m1.png
Supply wires on this layer in grey.
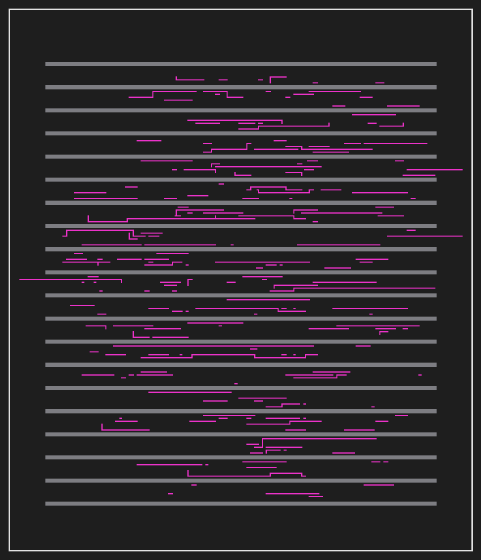
gates.png
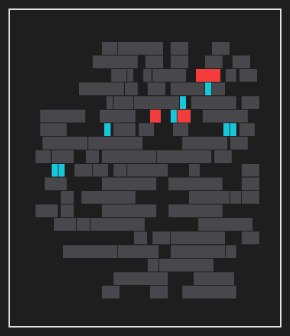
[config.mk]
export PLATFORM = sky130hd
export DESIGN_NAME = ro_block_gen
export DESIGN_NICKNAME = d
export VERILOG_FILES = /design/src/rtl/ro_pkg.sv /design/src/rtl/ro_fifo.sv /design/src/rtl/ro_block_gen.sv
export SDC_FILE = /design/constraint.sdc
export NUM_CORES = 1
export LEC_CHECK = 0
export CAP_MARGIN = 5
export CORE_ASPECT_RATIO = 1.2
export CORE_MARGIN = 4
export CORE_UTILIZATION = 45
export CTS_CLUSTER_DIAMETER = 40
export DETAILED_ROUTE_END_ITERATION = 8
export PLACE_DENSITY_LB_ADDON = 0.15
export SLEW_MARGIN = 20
export SYNTH_ARGS = -nofsm -noshare
export SYNTH_HDL_FRONTEND = slang
export SYNTH_HIERARCHICAL = 1
export SYNTH_SLANG_ARGS = --single-unit
[constraint.sdc]
create_clock -name clk_master -period 3.7 [get_ports clk_master]
set_input_delay 0.925 -clock clk_master [delete_from_list [all_inputs] [get_ports clk_master]]
set_output_delay 0.925 -clock clk_master [all_outputs]
set_load 0.02 [all_outputs]
[src/rtl/ro_pkg.sv]
// Shared constants and helpers for the readout block generator.
package ro_pkg;

  // Default geometry of a readout core.
  localparam int RO_GRAY_W = 19;
  localparam int RO_DEPTH  = 4;

  // Word layout: eve bits occupy the low half, pol_eve bits the high half.
  localparam int RO_EVE_OFS = 0;

  // Width of one buffered sample word for a given channel count.
  function automatic int ro_word_w(input int num_ch);
    return 2 * num_ch;
  endfunction

  // Bit offset of the pol_eve field within a sample word.
  function automatic int ro_pol_ofs(input int num_ch);
    return num_ch;
  endfunction

endpackage

[src/rtl/ro_fifo.sv]
// Small synchronous FIFO with registered storage, combinational head and a
// separate occupancy counter. Pushes into a full FIFO are accepted only when
// a pop retires the head in the same cycle; pops from an empty FIFO are ignored.
module ro_fifo
  import ro_pkg::*;
#(
  parameter int W     = 4,
  parameter int DEPTH = RO_DEPTH,
  parameter int CNT_W = $clog2(DEPTH) + 1
) (
  input  logic             clk,
  input  logic             rst,
  input  logic             push,
  input  logic             pop,
  input  logic [W-1:0]     din,
  output logic [W-1:0]     head,
  output logic             full,
  output logic             empty,
  output logic [CNT_W-1:0] fill
);

  localparam int AW = $clog2(DEPTH);

  logic [W-1:0]     mem_q [DEPTH];
  logic [W-1:0]     mem_d [DEPTH];
  logic [AW-1:0]    wr_ptr_q, wr_ptr_d;
  logic [AW-1:0]    rd_ptr_q, rd_ptr_d;
  logic [CNT_W-1:0] fill_q, fill_d;
  logic             push_ok;
  logic             pop_ok;

  assign empty = (fill_q == '0);
  assign full  = (fill_q == CNT_W'(DEPTH));
  assign fill  = fill_q;
  assign head  = mem_q[rd_ptr_q];

  // Qualify requests and compute next pointers, count and storage contents.
  always_comb begin
    pop_ok   = pop && !empty;
    push_ok  = push && (!full || pop_ok);
    wr_ptr_d = wr_ptr_q;
    rd_ptr_d = rd_ptr_q;
    fill_d   = fill_q;
    for (int i = 0; i < DEPTH; i++) begin
      mem_d[i] = mem_q[i];
    end
    if (push_ok) begin
      mem_d[wr_ptr_q] = din;
      wr_ptr_d        = wr_ptr_q + AW'(1);
    end
    if (pop_ok) begin
      rd_ptr_d = rd_ptr_q + AW'(1);
    end
    if (push_ok && !pop_ok) begin
      fill_d = fill_q + CNT_W'(1);
    end else if (pop_ok && !push_ok) begin
      fill_d = fill_q - CNT_W'(1);
    end
  end

  // Control state: pointers and occupancy, cleared asynchronously.
  always_ff @(posedge clk or posedge rst) begin
    if (rst) begin
      wr_ptr_q <= '0;
      rd_ptr_q <= '0;
      fill_q   <= '0;
    end else begin
      wr_ptr_q <= wr_ptr_d;
      rd_ptr_q <= rd_ptr_d;
      fill_q   <= fill_d;
    end
  end

  // Storage array; contents are only observable through valid entries.
  always_ff @(posedge clk) begin
    for (int i = 0; i < DEPTH; i++) begin
      mem_q[i] <= mem_d[i];
    end
  end

endmodule

[src/rtl/ro_block_gen.sv]
// Per-core readout block: samples channel pairs on both edges of the selected
// gray-counter bit, buffers them and drives the shared bus only when granted.
module ro_block_gen
  import ro_pkg::*;
#(
  parameter int NUM_CH   = 2,
  parameter int GRAY_W   = RO_GRAY_W,
  parameter int CORE_IDX = 4,
  parameter int DEPTH    = RO_DEPTH,
  parameter int CNT_W    = $clog2(DEPTH) + 1
) (
  input  logic              clk_master,
  input  logic              reset,
  input  logic [GRAY_W-1:0] gray,
  input  logic              en,
  input  logic [NUM_CH-1:0] in_eve,
  input  logic [NUM_CH-1:0] in_pol_eve,
  input  logic              rd_grant,
  input  logic              clr_ovf,
  output logic              rd_req,
  output logic [NUM_CH-1:0] out_mux_eve,
  output logic [NUM_CH-1:0] out_mux_pol_eve,
  output logic              overflow,
  output logic [CNT_W-1:0]  fill
);

  localparam int WORD_W  = ro_word_w(NUM_CH);
  localparam int POL_OFS = ro_pol_ofs(NUM_CH);

  logic              gray_q, gray_d;
  logic              overflow_q, overflow_d;
  logic              edge_det;
  logic              push_req;
  logic              pop;
  logic              drop;
  logic              full;
  logic              empty;
  logic [WORD_W-1:0] wr_word;
  logic [WORD_W-1:0] head;

  assign wr_word = {in_pol_eve, in_eve};
  assign rd_req  = !empty;
  assign pop     = rd_req && rd_grant;

  ro_fifo #(
    .W     (WORD_W),
    .DEPTH (DEPTH),
    .CNT_W (CNT_W)
  ) u_fifo (
    .clk   (clk_master),
    .rst   (reset),
    .push  (push_req),
    .pop   (pop),
    .din   (wr_word),
    .head  (head),
    .full  (full),
    .empty (empty),
    .fill  (fill)
  );

  // Edge detect on the tapped gray bit; a drop occurs when a push finds no room.
  always_comb begin
    gray_d     = gray[CORE_IDX];
    edge_det   = gray[CORE_IDX] ^ gray_q;
    push_req   = edge_det && en;
    drop       = push_req && full && !pop;
    overflow_d = overflow_q;
    if (drop) begin
      overflow_d = 1'b1;
    end else if (clr_ovf) begin
      overflow_d = 1'b0;
    end
  end

  // Edge-detect history and sticky overflow flag.
  always_ff @(posedge clk_master or posedge reset) begin
    if (reset) begin
      gray_q     <= 1'b0;
      overflow_q <= 1'b0;
    end else begin
      gray_q     <= gray_d;
      overflow_q <= overflow_d;
    end
  end

  // Bus drive is AND-gated by an active grant on a non-empty FIFO.
  always_comb begin
    out_mux_eve     = '0;
    out_mux_pol_eve = '0;
    if (pop) begin
      out_mux_eve     = head[RO_EVE_OFS +: NUM_CH];
      out_mux_pol_eve = head[POL_OFS +: NUM_CH];
    end
  end

  assign overflow = overflow_q;

endmodule

==> impl_metrics.yaml <==
# physical design summary
setup_path:
  cp-startpoint: "rd_grant"
  cell_repeated_most_along_the_worst_path: "sky130_fd_sc_hd__clkdlybuf4s50_1"
  worst-path-max-fanout: 7
  worst-path-stages: 5
  cp-endpoint: "out_mux_pol_eve[1]"
  required_time_of_the_critical_path_ps: 2770
  worstSetupPathType: "in -> out"
  kind_of_end_point_of_the_critical_path: "output pin"
  reg2reg_path_depth: 11
  critical_path_buf_inv_count: 3
  r2r-end: "u_fifo/fill[2]$_DFFE_PP0P_"
  cp.arrival_ps: 2330
  path_cells: "clkdlybuf4s50_1 -> nand2b_4 -> inv_2 -> and2_1 -> clkdlybuf4s50_1"
  cpPeakStageDelay_ps: 590
  worst-r2r-setup-slack_ps: 1280
  critical-path-slowest-cell: "sky130_fd_sc_hd__clkdlybuf4s50_1"
  timing.rr.start: "u_fifo/fill[0]$_DFFE_PP0P_"
  critPathTopFamily: "buffers and inverters"
  worst_setup_path_start_kind: "primary input"
synth:
  synth.cellmix.simpleShare_pct: 10.7
  ys_sh_xor_pct: 5.31
  synth-seq-area-share_pct: 61.2
  post_synth_top_area_share_pct: 41.6
  fp_nets: 105
  synth_adder_area_share_pct: 7.16
  post_synth_tally_of_flip_flops_with_integrated_enable: 16
  ff_type: "sky130_fd_sc_hd__edfxtp_1"
  total_of_flip_flops_plus_latches_after_synthesis: 25
  synth-warning-count: 6
  syn_area_per_cell_um2: 16.2
  ys_chip_area_mm2: 0.00115
  synth.cells.most_frequent: "sky130_fd_sc_hd__edfxtp_1 (16), sky130_fd_sc_hd__dfrtp_1 (9), sky130_fd_sc_hd__inv_1 (7)"
  synthCells: 71
  async_reset_ff_share_pct: 36.0
  ys_top_cells_by_area: "sky130_fd_sc_hd__edfxtp_1 (42%), sky130_fd_sc_hd__dfrtp_1 (20%), sky130_fd_sc_hd__mux4_2 (7.8%)"
  syn_area_mm2: 0.00115
  synth.largest_area_cell: "sky130_fd_sc_hd__edfxtp_1"
  ys_cells: 71
  synthTopLogicFamily: "simple AND/OR/NAND/NOR gates"
  yosys.cell_types.count: 23
  synthMuxAreaShare_pct: 10.1
  synth_top_cell_by_count: "sky130_fd_sc_hd__edfxtp_1"
  compound_area_share_pct: 2.49
clock_network:
  clkTransAtPathRegs_ps: 130
  max_buffers_root_to_sink: 2
  cts_inserted_buffers: 3
  clock_tree.root_cell: "sky130_fd_sc_hd__clkbuf_4"
  tritoncts: "done"
  cts.hold.buffers_added: 0
  clock_sinks: 25
  cts.repair_timing.setup_buffer_count: 0
  post_cts.resized_instances: 0
  clkLatencyLatePin_ps: 310
  htreeDepth: 1
timing:
  fin_ws_ps: 440
  grt_setup_unrepaired: "false"
  fmax_ghz: 0.307
  post-route-min-period_ps: 3260
  worst_slew_pin_slew_ps: 369
  timing.setup.tns_ps: 0
  timing_hold_violations_final: 0
  clock-skew-final_ps: 2.58
  slew_viol_final: 0
  max-slew-margin-rel_pct: 75.2
  setup-violations-final: 0
  fin_crit_sh_pct: 88.1
drt:
  drc: 0
  vias_per_cell: 4.92
  firstDrtPassIters: 4
  detail_route.wl_per_cell_um: 14.2
  drt-initial-drc-count: 8
  ant_nets: 0
placed_design:
  place.port_buffers: 18
  place_ws_ps: 420
  finalWeightedCongestion: 0.652
worst_hold_path:
  hold_class: "reg -> reg"
  hold-path-cell-count: 1
  hold_path_end: "u_fifo/fill[2]$_DFFE_PP0P_"
  min-delay-start: "u_fifo/fill[2]$_DFFE_PP0P_"
final_layout:
  layout-drive-gt1-share_pct: 19.6
  dominant_logic_cell_types_in_the_final_layout: "sky130_fd_sc_hd__clkdlybuf4s50_1 (18), sky130_fd_sc_hd__edfxtp_1 (16), sky130_fd_sc_hd__dfrtp_1 (9)"
  final_nets: 127
  filler_cell_count: 192
  diodes: 0
  layout-area-overhead-vs-synth_pct: 20.8
  area.sequential_um2: 706
  layout.area.comb_um2: 413
job:
  timing.max_cap.violations: 0
  warning_count: 47
pwr:
  power.combinational.fraction_pct: 41.4
  leakage_uw: 0.000543
  clock_power_share_pct: 12.3
  switching_share_pct: 33.4
  internal-power_uw: 628
  power.share.sequential_pct: 46.3
  p_sw_uw: 315
  power_density_mw_per_mm2: 677
  max-vdd-ir-drop_mv: 0.443
die:
  boundaryPins: 37
  row_count: 19
  die_h_um: 63.5
  floorplan.initialDensity_pct: 48.5
  chipArea_mm2: 0.00344
  die-width_um: 54.2
  coreArea_mm2: 0.00238
global_routing:
  grt_first_pass_wirelength_um: 3060
  antenna_found_initial: 0
  grt_start_max_net_pins: 14
  first_global_vias: 662
  globalRouteTotalUtil_pct: 12.5
  grt_overflow: 0
status:
  result_of_the_run: "completed"
About m1.png:
main direction: horizontal
wire length on this layer: 722 um
nets with wire on the layer: 93
share of all routed wire: 41%
vias post-DR: 605
met1 Resource Use GR: 14.7%
total length of routed wires: 1750 um

About gates.png:
legend:
  inv cells:
    colour: cyan
    cells: 8
    most_used: inv_1
  nand cells:
    colour: red
    cells: 3
fraction of area in multi-input gates: 29.6%
non-filler instance count after layout: 123
commonest non-fill, non-tap cell in the layout: sky130_fd_sc_hd__clkdlybuf4s50_1

==> power groups by stage <==
stage	sequential [uW]	combinational, uW	clock, uW
2_1_floorplan	439	267	0
3_3_place_gp	445	390	0
3_5_place_dp	448	396	0
4_1_cts	441	397	121
5_1_grt	452	433	133
6_report	436	390	116
==> per-stage QoR <==
stage | total power (uW) | hold slack, ps | utilization (%) | cells | cell area [um2]
finish | 943 | 524 | 58.6 | 123 | 1390
global route | 1020 | 581 | 58.6 | 123 | 1390
CTS | 959 | 528 | 58.6 | 123 | 1390
detailed placement | 843 | 506 | 57.5 | 119 | 1370
global placement | 835 | 506 | 57.5 | 119 | 1370
floorplan | 706 | 531 | - | 71 | 1150
==> cells by family (layout without fill, tap and decap cells) <==
family / Yosys count / count (layout)
multiplexers: 6 / 6
AND-OR/OR-AND: 2 / 2
XOR/XNOR: 7 / 7
flip-flops: 25 / 25
AND/OR/NAND/NOR: 16 / 16
buffers and inverters: 9 / 30
adder cells (fa/ha/maj): 6 / 6
==> flip-flops by register name (all words and copies together), names as in the netlist <==
| register | count |
|---|---|
| gray_q | 1 |
| overflow | 1 |
| u_fifo/fill | 3 |
| u_fifo/mem_q | 16 |
| u_fifo/rd_ptr_q | 2 |
| u_fifo/wr_ptr_q | 2 |
==> area by class of cell <==
class	instances	share of cell area, %
repair buffers	18	12.9
well taps	31	2.78
inverters	8	2.15
flip-flops and latches	25	50.6
clock buffers	4	1.89
multi-input cells	37	29.6
==> metal layers <==
layer	track usage, %	vias to the layer above	wire (um)
li1	-	285	-
met1	14.7	308	721
met2	21.0	10	956
met3	2.12	2	54
met4	6.54	0	19
met5	0	-	0
Power and IR drop assume default switching activity.
